Fig. 1: PDN straps and rails
Scale bar: 20 um. Pins as bars on the die edge.
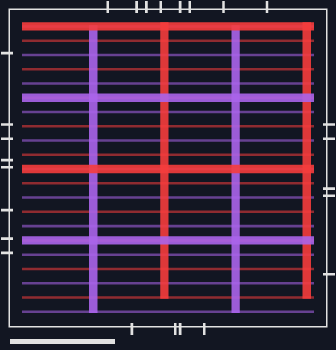
Fig. 2: placed cells, one colour a class
Fill, decap, tap and diode cells in grey.
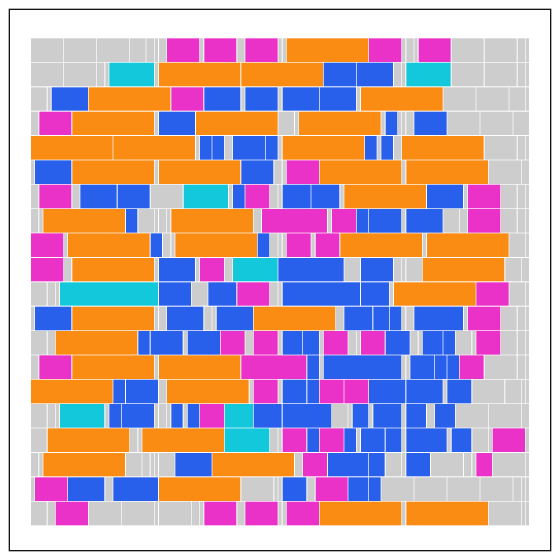
Fig. 3: clock network drawn from the DEF
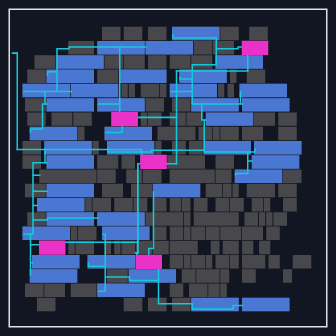
===== src/rtl/tdm2_pkg.sv =====
// Shared definitions for the tdm2_demux receive path: state encoding, slot
// constants and default channel width.
package tdm2_pkg;

  typedef enum logic {
    HUNT = 1'b0,
    RUN  = 1'b1
  } state_e;

  localparam logic SLOT_A = 1'b0;
  localparam logic SLOT_B = 1'b1;

  localparam int unsigned TDM2_WIDTH_DEF = 8;

endpackage


===== src/rtl/tdm2_deser.sv =====
// Per-channel deserialiser: WIDTH-bit shift register with clear and shift
// enable; with TDM2_DEMUX_PARITY_EN it also keeps running parity of shifted bits.
module tdm2_deser
  import tdm2_pkg::*;
#(
  parameter int unsigned WIDTH     = TDM2_WIDTH_DEF,
  parameter bit          MSB_FIRST = 1'b1
) (
  input  logic             clk,
  input  logic             rst_n,
  input  logic             i_clr,
  input  logic             i_en,
  input  logic             i_bit,
`ifdef TDM2_DEMUX_PARITY_EN
  output logic             o_par,
`endif
  output logic [WIDTH-1:0] o_word_nxt
);

  logic [WIDTH-1:0] r_shift;
  logic [WIDTH-1:0] w_base;

  // Clear together with enable starts a fresh word holding just this bit.
  always_comb begin
    w_base     = i_clr ? '0 : r_shift;
    o_word_nxt = w_base;
    if (i_en) begin
      if (MSB_FIRST) o_word_nxt = {w_base[WIDTH-2:0], i_bit};
      else           o_word_nxt = {i_bit, w_base[WIDTH-1:1]};
    end
  end

  always_ff @(posedge clk or negedge rst_n) begin
    if (!rst_n) r_shift <= '0;
    else        r_shift <= o_word_nxt;
  end

`ifdef TDM2_DEMUX_PARITY_EN
  logic r_par;
  logic w_par_nxt;

  always_comb begin
    w_par_nxt = (i_clr ? 1'b0 : r_par) ^ (i_en & i_bit);
  end

  always_ff @(posedge clk or negedge rst_n) begin
    if (!rst_n) r_par <= 1'b0;
    else        r_par <= w_par_nxt;
  end

  assign o_par = r_par;
`endif

endmodule


===== src/rtl/tdm2_demux.sv =====
// 2:1 TDM bit-interleave receiver: frame lock on sync, A/B split, word output.
// Optional TDM2_DEMUX_PARITY_EN appends PA/PB even-parity slots to each frame.
module tdm2_demux
  import tdm2_pkg::*;
#(
  parameter int unsigned WIDTH     = TDM2_WIDTH_DEF,
  parameter bit          MSB_FIRST = 1'b1
) (
  input  logic             clk,
  input  logic             rst_n,
  input  logic             din_i,
  input  logic             din_vld_i,
  input  logic             sync_i,
  output logic             sel_o,
  output logic             locked_o,
  output logic [WIDTH-1:0] a_word_o,
  output logic [WIDTH-1:0] b_word_o,
  output logic             word_vld_o,
  output logic             sync_err_o
`ifdef TDM2_DEMUX_PARITY_EN
  ,
  output logic             a_perr_o,
  output logic             b_perr_o
`endif
);

  localparam int unsigned CW = $clog2(WIDTH + 1);
  localparam logic [CW-1:0] IDX_PAR = CW'(WIDTH);
`ifdef TDM2_DEMUX_PARITY_EN
  localparam logic [CW-1:0] IDX_LAST = CW'(WIDTH);
`else
  localparam logic [CW-1:0] IDX_LAST = CW'(WIDTH - 1);
`endif

  state_e           r_state, w_state_nxt;
  logic             r_slot, w_slot_nxt;
  logic [CW-1:0]    r_idx, w_idx_nxt;
  logic             w_frame_start;
  logic             w_clr, w_a_en, w_b_en, w_done, w_err;
  logic [WIDTH-1:0] w_a_nxt, w_b_nxt;
  logic [WIDTH-1:0] r_a_word, r_b_word;
  logic             r_word_vld, r_sync_err;

  always_comb begin
    w_state_nxt   = r_state;
    w_slot_nxt    = r_slot;
    w_idx_nxt     = r_idx;
    w_clr         = 1'b0;
    w_a_en        = 1'b0;
    w_b_en        = 1'b0;
    w_done        = 1'b0;
    w_err         = 1'b0;
    w_frame_start = (r_slot == SLOT_A) && (r_idx == '0);
    if (din_vld_i) begin
      unique case (r_state)
        HUNT: begin
          if (sync_i) begin
            w_state_nxt = RUN;
            w_clr       = 1'b1;
            w_a_en      = 1'b1;
            w_slot_nxt  = SLOT_B;
            w_idx_nxt   = '0;
          end
        end
        RUN: begin
          if (sync_i && !w_frame_start) begin
            w_err      = 1'b1;
            w_clr      = 1'b1;
            w_a_en     = 1'b1;
            w_slot_nxt = SLOT_B;
            w_idx_nxt  = '0;
          end else begin
            // A0 restarts both channels; B already moved to the word outputs.
            w_clr      = w_frame_start;
            w_slot_nxt = ~r_slot;
            if (r_slot == SLOT_A) begin
              w_a_en = (r_idx != IDX_PAR);
            end else begin
              w_b_en = (r_idx != IDX_PAR);
              if (r_idx == IDX_LAST) begin
                w_done    = 1'b1;
                w_idx_nxt = '0;
              end else begin
                w_idx_nxt = r_idx + 1'b1;
              end
            end
          end
        end
        default: ;
      endcase
    end
  end

`ifdef TDM2_DEMUX_PARITY_EN
  logic w_a_par, w_b_par;
  logic r_pa, r_a_perr, r_b_perr;
`endif

  tdm2_deser #(.WIDTH(WIDTH), .MSB_FIRST(MSB_FIRST)) u_deser_a (
    .clk        (clk),
    .rst_n      (rst_n),
    .i_clr      (w_clr),
    .i_en       (w_a_en),
    .i_bit      (din_i),
`ifdef TDM2_DEMUX_PARITY_EN
    .o_par      (w_a_par),
`endif
    .o_word_nxt (w_a_nxt)
  );

  tdm2_deser #(.WIDTH(WIDTH), .MSB_FIRST(MSB_FIRST)) u_deser_b (
    .clk        (clk),
    .rst_n      (rst_n),
    .i_clr      (w_clr),
    .i_en       (w_b_en),
    .i_bit      (din_i),
`ifdef TDM2_DEMUX_PARITY_EN
    .o_par      (w_b_par),
`endif
    .o_word_nxt (w_b_nxt)
  );

  always_ff @(posedge clk or negedge rst_n) begin
    if (!rst_n) begin
      r_state    <= HUNT;
      r_slot     <= SLOT_A;
      r_idx      <= '0;
      r_a_word   <= '0;
      r_b_word   <= '0;
      r_word_vld <= 1'b0;
      r_sync_err <= 1'b0;
    end else begin
      r_state    <= w_state_nxt;
      r_slot     <= w_slot_nxt;
      r_idx      <= w_idx_nxt;
      r_word_vld <= w_done;
      r_sync_err <= w_err;
      if (w_done) begin
        r_a_word <= w_a_nxt;
        r_b_word <= w_b_nxt;
      end
    end
  end

`ifdef TDM2_DEMUX_PARITY_EN
  // PB is the bit being accepted on completion, so it is compared directly.
  always_ff @(posedge clk or negedge rst_n) begin
    if (!rst_n) begin
      r_pa     <= 1'b0;
      r_a_perr <= 1'b0;
      r_b_perr <= 1'b0;
    end else begin
      if (din_vld_i && (r_state == RUN) && (r_slot == SLOT_A) && (r_idx == IDX_PAR))
        r_pa <= din_i;
      if (w_done) begin
        r_a_perr <= r_pa ^ w_a_par;
        r_b_perr <= din_i ^ w_b_par;
      end
    end
  end

  assign a_perr_o = r_a_perr;
  assign b_perr_o = r_b_perr;
`endif

  assign sel_o      = r_slot;
  assign locked_o   = (r_state == RUN);
  assign a_word_o   = r_a_word;
  assign b_word_o   = r_b_word;
  assign word_vld_o = r_word_vld;
  assign sync_err_o = r_sync_err;

endmodule


===== config.mk =====
export PLATFORM = sky130hd
export DESIGN_NAME = tdm2_demux
export DESIGN_NICKNAME = d
export VERILOG_FILES = /design/src/rtl/tdm2_pkg.sv /design/src/rtl/tdm2_deser.sv /design/src/rtl/tdm2_demux.sv
export SDC_FILE = /design/constraint.sdc
export NUM_CORES = 1
export LEC_CHECK = 0
export ABC_CLOCK_PERIOD_IN_PS = 2200
export CORE_MARGIN = 2
export CORE_UTILIZATION = 56
export CTS_BUF_LIST = sky130_fd_sc_hd__clkbuf_8
export DETAILED_ROUTE_END_ITERATION = 8
export PLACE_DENSITY = 0.86
export SLEW_MARGIN = 10
export SYNTH_ARGS = -nofsm -noshare
export SYNTH_HDL_FRONTEND = slang
export SYNTH_HIERARCHICAL = 1
export SYNTH_SLANG_ARGS = --single-unit

===== constraint.sdc =====
create_clock -name clk -period 2.2 [get_ports clk]
set_clock_uncertainty 0.05 [all_clocks]
set_input_delay 0.44 -clock clk [delete_from_list [all_inputs] [get_ports clk]]
set_output_delay 0.44 -clock clk [all_outputs]
set_load 0.02 [all_outputs]

==> Slide: Implementation Results <==
Physical Implementation Snapshot

Outcome
  • Status: completed

Finish
  • Proportion of final cell area spent on non-clock buffers: 18.0%
  • Non-Clock Buffer Count: 45
  • Logic share of the area: 31.2%
  • FF+latch area: 1000 sq um
  • Comb area: 728 sq um
  • Final Net Count: 188
  • Clock Buffer Count: 6

Synthesis
  • Most frequent cell after synthesis: dfrtp_1
  • Leading post-synthesis cells by instance count: dfrtp_1 (40), nor2_1 (19), mux2_1 (16)
  • Post-synth EDFFs: 0
  • Post-synth top flop: dfrtp_1
  • Syn. warnings: 6
  • Yosys cell count: 136
  • Avg Cell Area, Syn: 13.0 sq um

STA
  • Final period demand of the worst path: 2.07 ns
  • Pin slew with the least headroom to its limit: 0.357 ns
  • Total negative slack: 0 ns
  • Normalized max-slew margin: 76.2%

Power and ir drop
  • Overall power after layout: 0.00190 W
  • Sw power: 0.000521 W
  • Largest vdd supply drop: 0.581 mV

Clock network
  • Clk slew on worst S/H paths: 0.08 ns
  • Post-cts sizing count: 1
  • CTS Hold Buffers Added: 1
  • CTS root buffer: clkbuf_8
  • Post-CTS Setup Bufs: 0

Worst setup path
  • Startpoint type of the worst setup path: register
  • Type of the worst setup path: register to register
  • Worst-path fanout max: 7
  • Critical path data required time: 2.33 ns
  • Data arrival, critical path: 2.20 ns

Route
  • Vias after detailed routing: 1208
  • Wire length per cell after detailed routing: 16.0 um
  • 1st-pass router iterations: 4
  • Top Layer Used: met4

Run
  • Max-Cap Viols: 0
  • Total number of warnings across the stage logs: 27

Placed design
  • Total of buffers placed on input and output ports: 24
  • Placed instance count: 215

Global route
  • Met2 track utilization from global routing: 36.6%
  • Total routing usage reported by global routing: 23.4%

Die
  • Area of the placeable core: 3030 sq um
  • Die X: 60.2 um
-- Fig. 1 (at the start) --
| colour | net |
|---|---|
| red | VDD |
| purple | VSS |
met1 rails: 21
met5 straps: 4

-- Fig. 2 (at the start) --
| colour | class | cells | share of their area |
|---|---|---|---|
| blue | remaining logic cells | 89 | 32% |
| cyan | clock drivers and dummy loads | 8 | 5.3% |
| orange | registers | 40 | 44% |
| magenta | remaining buffers and delay cells | 45 | 18% |
Cell Rows: 20
share of the core filled with cells in the final layout: 77.2%
post-route cell area: 2340 sq um

-- Fig. 3 (at the start) --
[magenta] clock-net drivers | count: 5
[cyan] clock wires | length: 437 um
[blue] flip-flops | count: 40
routed clock nets: 6
flops lie: widely spread
clock latency on the worst-skew pair: 0.30 ns
Clock Power: 0.000627 W

## path summary, 6_finish.rpt
check	startpoint	end	slack, ns	cells past startpoint
min in group asynchronous	rst_n	r_idx[1]	0.52	2
worst min-delay path	a_word_o[5]	a_word_o[5]	0.44	1
worst min register to register	a_word_o[5]	a_word_o[5]	0.44	1
worst max-delay path	r_idx[0]	a_word_o[0]	0.13	9
worst max register to register	r_idx[0]	a_word_o[0]	0.13	9
max in group asynchronous	rst_n	b_word_o[0]	1.07	3
## logic make-up after synthesis
logic type / share of synthesized area (%)
mux: 18.1
flops: 56.5
simple gates: 12.3
fa+ha+maj: 1.41
compound gates: 7.84
buf+inv: 3.88
No activity file was given, so power comes from the tool's default toggle rates.
